Figure 1. Metal 3 (run 1).
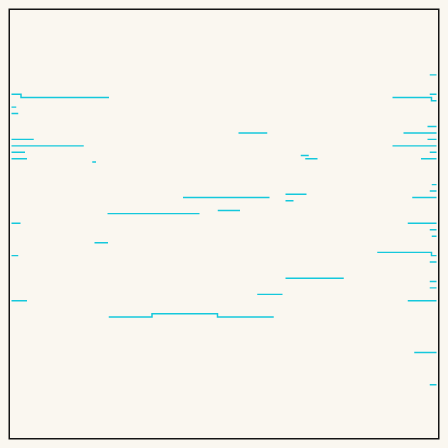
Figure 2. Cell classes on the final placement (run 1).
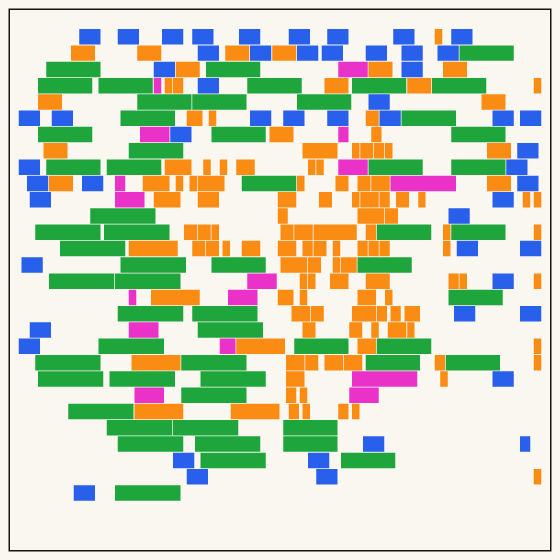
Figure 3. The metal 1 layer (run 1).
Bar = 20 um. Supply wires on this layer in grey.
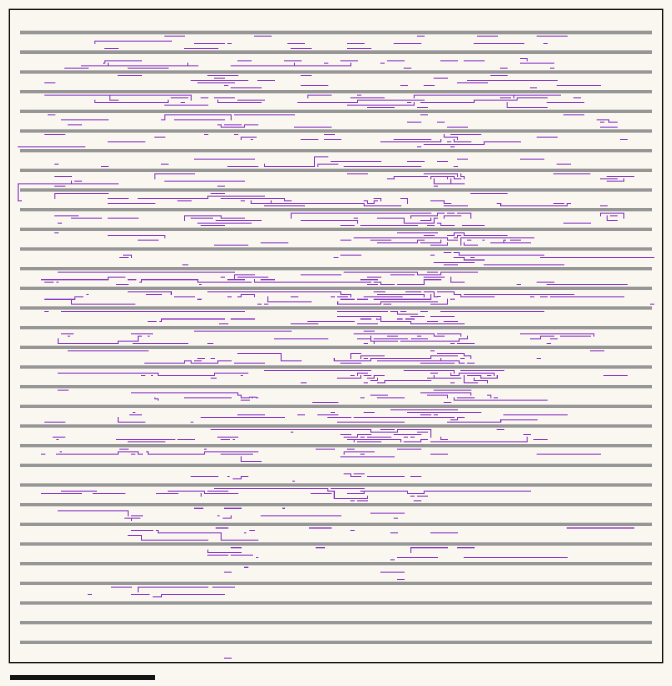
File: src/rtl/user_io_bridge.sv
// Memory-mapped user I/O bridge: buffers user input words in a small FIFO for CPU reads
// and forwards CPU-written words to the user side over a valid/ready handshake.
module user_io_bridge #(
  parameter int DEPTH = 4,
  parameter int IN_W  = 6,
  parameter int DW    = 16
) (
  input  logic            clk,
  input  logic            rst,
  input  logic [1:0]      cpu_addr,
  input  logic            cpu_rd,
  input  logic            cpu_wr,
  input  logic [DW-1:0]   cpu_wdata,
  output logic [DW-1:0]   cpu_rdata,
  input  logic            in_valid,
  input  logic [IN_W-1:0] in_data,
  output logic            in_ready,
  output logic            out_valid,
  output logic [DW-1:0]   out_data,
  input  logic            out_ready
);

  localparam int PW = $clog2(DEPTH);
  localparam int CW = $clog2(DEPTH + 1);

  localparam logic [1:0] ADDR_STATUS = 2'd0;
  localparam logic [1:0] ADDR_RXDATA = 2'd1;
  localparam logic [1:0] ADDR_TXDATA = 2'd2;
  localparam logic [1:0] ADDR_CTRL   = 2'd3;

  typedef enum logic {IDLE, SEND} tx_state_t;

  logic [IN_W-1:0] mem [DEPTH];
  logic [PW-1:0]   wptr, rptr;
  logic [CW-1:0]   count;
  logic            ovf, drop;
  tx_state_t       tx_state;

  logic            full, nonempty, rd_en, pop, push, flush, clr_flags, tx_wr, tx_busy;
  logic [2:0]      count_field;
  logic [DW-1:0]   status_word, head_word;

  // A read strobe coinciding with a write is ignored entirely, so it can never pop.
  always_comb begin
    full        = (count == CW'(DEPTH));
    nonempty    = (count != '0);
    tx_busy     = (tx_state == SEND);
    rd_en       = cpu_rd && !cpu_wr;
    pop         = rd_en && (cpu_addr == ADDR_RXDATA) && nonempty;
    push        = in_valid && (!full || pop);
    flush       = cpu_wr && (cpu_addr == ADDR_CTRL) && cpu_wdata[1];
    clr_flags   = cpu_wr && (cpu_addr == ADDR_CTRL) && cpu_wdata[0];
    tx_wr       = cpu_wr && (cpu_addr == ADDR_TXDATA);
    count_field = (32'(count) > 7) ? 3'd7 : 3'(count);
    status_word = {{(DW-7){1'b0}}, drop, ovf, count_field, tx_busy, nonempty};
    head_word   = {{(DW-IN_W){1'b0}}, mem[rptr]};
  end

  assign in_ready = !full;

  always_ff @(posedge clk) begin
    if (push && !flush) mem[wptr] <= in_data;
  end

  // Flush has priority over any push or pop landing on the same edge.
  always_ff @(posedge clk or negedge rst) begin
    if (!rst) begin
      wptr  <= '0;
      rptr  <= '0;
      count <= '0;
    end else if (flush) begin
      wptr  <= '0;
      rptr  <= '0;
      count <= '0;
    end else begin
      if (push) wptr <= wptr + PW'(1);
      if (pop)  rptr <= rptr + PW'(1);
      if (push && !pop)      count <= count + CW'(1);
      else if (pop && !push) count <= count - CW'(1);
    end
  end

  // Overflow only flags words that were actually discarded; setting wins over clearing.
  always_ff @(posedge clk or negedge rst) begin
    if (!rst) begin
      ovf  <= 1'b0;
      drop <= 1'b0;
    end else begin
      if (clr_flags) begin
        ovf  <= 1'b0;
        drop <= 1'b0;
      end
      if (in_valid && full && !pop) ovf  <= 1'b1;
      if (tx_wr && tx_busy)         drop <= 1'b1;
    end
  end

  always_ff @(posedge clk or negedge rst) begin
    if (!rst) begin
      cpu_rdata <= '0;
    end else if (rd_en) begin
      case (cpu_addr)
        ADDR_STATUS: cpu_rdata <= status_word;
        ADDR_RXDATA: cpu_rdata <= nonempty ? head_word : '0;
        default:     cpu_rdata <= '0;
      endcase
    end
  end

  always_ff @(posedge clk or negedge rst) begin
    if (!rst) begin
      tx_state  <= IDLE;
      out_valid <= 1'b0;
      out_data  <= '0;
    end else begin
      case (tx_state)
        IDLE: if (tx_wr) begin
          out_data  <= cpu_wdata;
          out_valid <= 1'b1;
          tx_state  <= SEND;
        end
        SEND: if (out_ready) begin
          out_valid <= 1'b0;
          tx_state  <= IDLE;
        end
        default: tx_state <= IDLE;
      endcase
    end
  end

endmodule

File: config.mk
export PLATFORM = sky130hd
export DESIGN_NAME = user_io_bridge
export DESIGN_NICKNAME = d
export VERILOG_FILES = /design/src/rtl/user_io_bridge.sv
export SDC_FILE = /design/constraint.sdc
export NUM_CORES = 1
export LEC_CHECK = 0
export CORE_UTILIZATION = 34
export CTS_CLUSTER_DIAMETER = 120
export DETAILED_ROUTE_END_ITERATION = 12
export PLACE_DENSITY = 0.58
export SKIP_CTS_REPAIR_TIMING = 1
export SYNTH_ARGS = -nofsm -noshare
export SYNTH_HDL_FRONTEND = slang
export SYNTH_SLANG_ARGS = --single-unit
File: constraint.sdc
create_clock -name clk -period 4.6 [get_ports clk]
set_clock_uncertainty 0.05 [all_clocks]
set_input_delay 0.69 -clock clk [delete_from_list [all_inputs] [get_ports clk]]
set_output_delay 0.69 -clock clk [all_outputs]
set_load 0.02 [all_outputs]
==> Slide: Implementation Results, run 1 <==
Key Metrics from the Run

Run status
  • Status: finished, final reports clean

CTS
  • CTS buffer count: 9
  • Skew-Pair Late Insertion Delay: 0.33 ns

Critical path
  • Crit path largest cell delay: 0.67 ns
  • Total number of cells along the worst setup path: 7
  • Delay-heaviest family, CP: simple AND/OR/NAND/NOR gates
  • CP max stage cell: clkdlybuf4s50_1

Logic synthesis
  • Syn Inst Count: 199
  • Post-synth seq share: 0.5947
  • Top cells by count: 34 x dfrtp_1, 24 x edfxtp_1, 16 x mux2_2, 13 x nor2_1, 12 x nand2_1
  • Number of synthesis warnings: 0
  • Post-synthesis async set-or-reset flop share: 0.5862
  • Synth Register Bits: 58
  • Yosys chip area: 0.002643 mm2

Global route
  • GRT overflow: 0
  • Initial antenna violation count: 0

Drt
  • DR top layer: met4
  • Drc violations: 0
  • Routed met1 length: 2.317 mm
  • ANT nets after route: 0
  • Met3 WL: 242 um

STA
  • Setup_tns: 0 ns
  • Tmin final: 3.117 ns
  • Max-slew violation count: 0

Power and ir drop
  • Lkg Pwr: 0.001323 uW
  • Sequential power share: 0.421

Cells and area
  • Area delta synth->final: 29.17%
  • Invs w/o clock: 5
  • Post-layout nets: 285
  • Fill cells: 698
  • Flops: 58
  • Layout cells sized above 1: 0.1608
  • Non-filler cells, final: 354
  • Nonclk buf count: 54

Place
  • Dpl cell area: 0.003204 mm2

Min path
  • Worst hold-check path type: in2async
## Picture notes: Figure 1
longest straight run = 19.1 um
nets with wire on the layer = 40
wire length on this layer = 242 um
share of all routed wire = 4.8%
main direction = horizontal
via count: 1711
met3 Track Usage GR: 0.04738

## Picture notes: Figure 2
registers -> green  # cells 58, share of their area 48%
remaining buffers and delay cells -> blue  # cells 54, share of their area 16%
clock drivers and dummy loads -> magenta  # cells 16, share of their area 6.4%
remaining logic cells -> orange  # cells 127, share of their area 30%
post-layout util: 0.4632
Seq/total area: 0.4604
core area: 0.007370 mm2

## Picture notes: Figure 3
main direction = horizontal
share of all routed wire = 45%
wire length on this layer = 2320 um
met1 Usage GRT: 0.1858
Total Wirelength: 5.097 mm

--- run 2 (diff from run 1) ---
Clock period 4.6 ns to 2.9 ns, I/O delays scaled along.
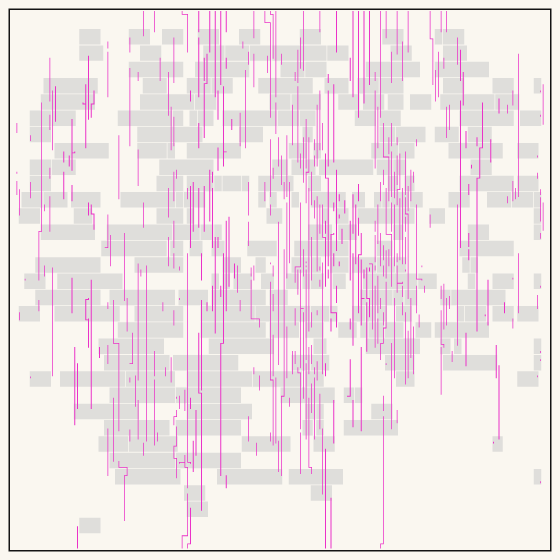
Figure 4: run 2, met2 routing.
Cells faint in the background.
longest straight run = 34.9 um
wire length on this layer = 2600 um
share of all routed wire = 49%
nets with wire on the layer = 258
Total Wirelength: 5.262 mm
via count: 1771

==> run 2 against run 1 <==
  * First-iteration DRC count down 9.5%
  * Wire length up 3.2%
  * Critical path depth down 2
  * Worst hold slack worse by 0.26 ns
  * Via count up 3.5%
  * Cell count up 2.5%
  * Non-clock buffer count up 9
  * Sequential power up 55%
  * Cell area up 2.5%
  * Highest routed layer unchanged
==> Slide: Implementation Results, run 2 <==
Key Metrics from the Run

Run status
  • Status: finished, final reports clean

Logic synthesis
  • Synth Register Bits: 58 (unchanged)
  • Yosys chip area: 0.002643 mm2 (unchanged)
  • Top cells by count: 34 x dfrtp_1, 24 x edfxtp_1, 16 x mux2_2, 13 x nor2_1, 12 x nand2_1
  • Number of synthesis warnings: 0 (unchanged)

Critical path
  • Crit path largest cell delay: 0.53 ns (-0.14 ns)
  • Delay-heaviest family, CP: simple AND/OR/NAND/NOR gates

Place
  • Dpl cell area: 0.003272 mm2 (+2.1%)

Cells and area
  • Nonclk buf count: 63 (+17%)
  • Post-layout util: 0.4747 (+0.01154)
  • Non-filler cells, final: 363 (+2.5%)
  • Invs w/o clock: 5 (unchanged)
  • Fill cells: 659 (-5.6%)
  • Flops: 58 (unchanged)
  • Area delta synth->final: 32.39%

CTS
  • CTS buffer count: 9 (unchanged)
  • Skew-Pair Late Insertion Delay: 0.34 ns (about the same)

STA
  • Max-slew violation count: 0 (unchanged)
  • Tmin final: 2.380 ns
  • Setup_tns: 0 ns (unchanged)

Drt
  • ANT nets after route: 0 (unchanged)
  • Drc violations: 0 (unchanged)
  • Met3 WL: 309 um (+28%)

Global route
  • Initial antenna violation count: 0 (unchanged)
  • GRT overflow: 0 (unchanged)
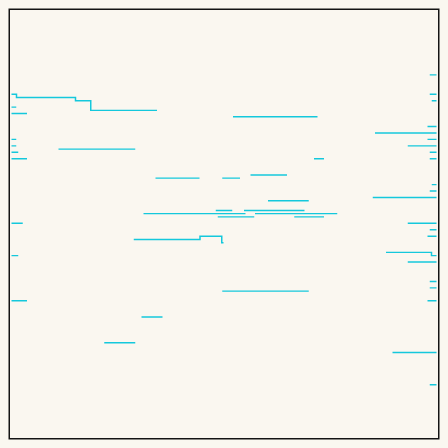
Figure 5: run 2, metal 3.
main direction = horizontal
wire length on this layer = 310 um
share of all routed wire = 5.9%
longest straight run = 21.2 um
met3 Track Usage GR: 0.04822

Power figures rest on the tool's default switching activity, not on a simulated workload.
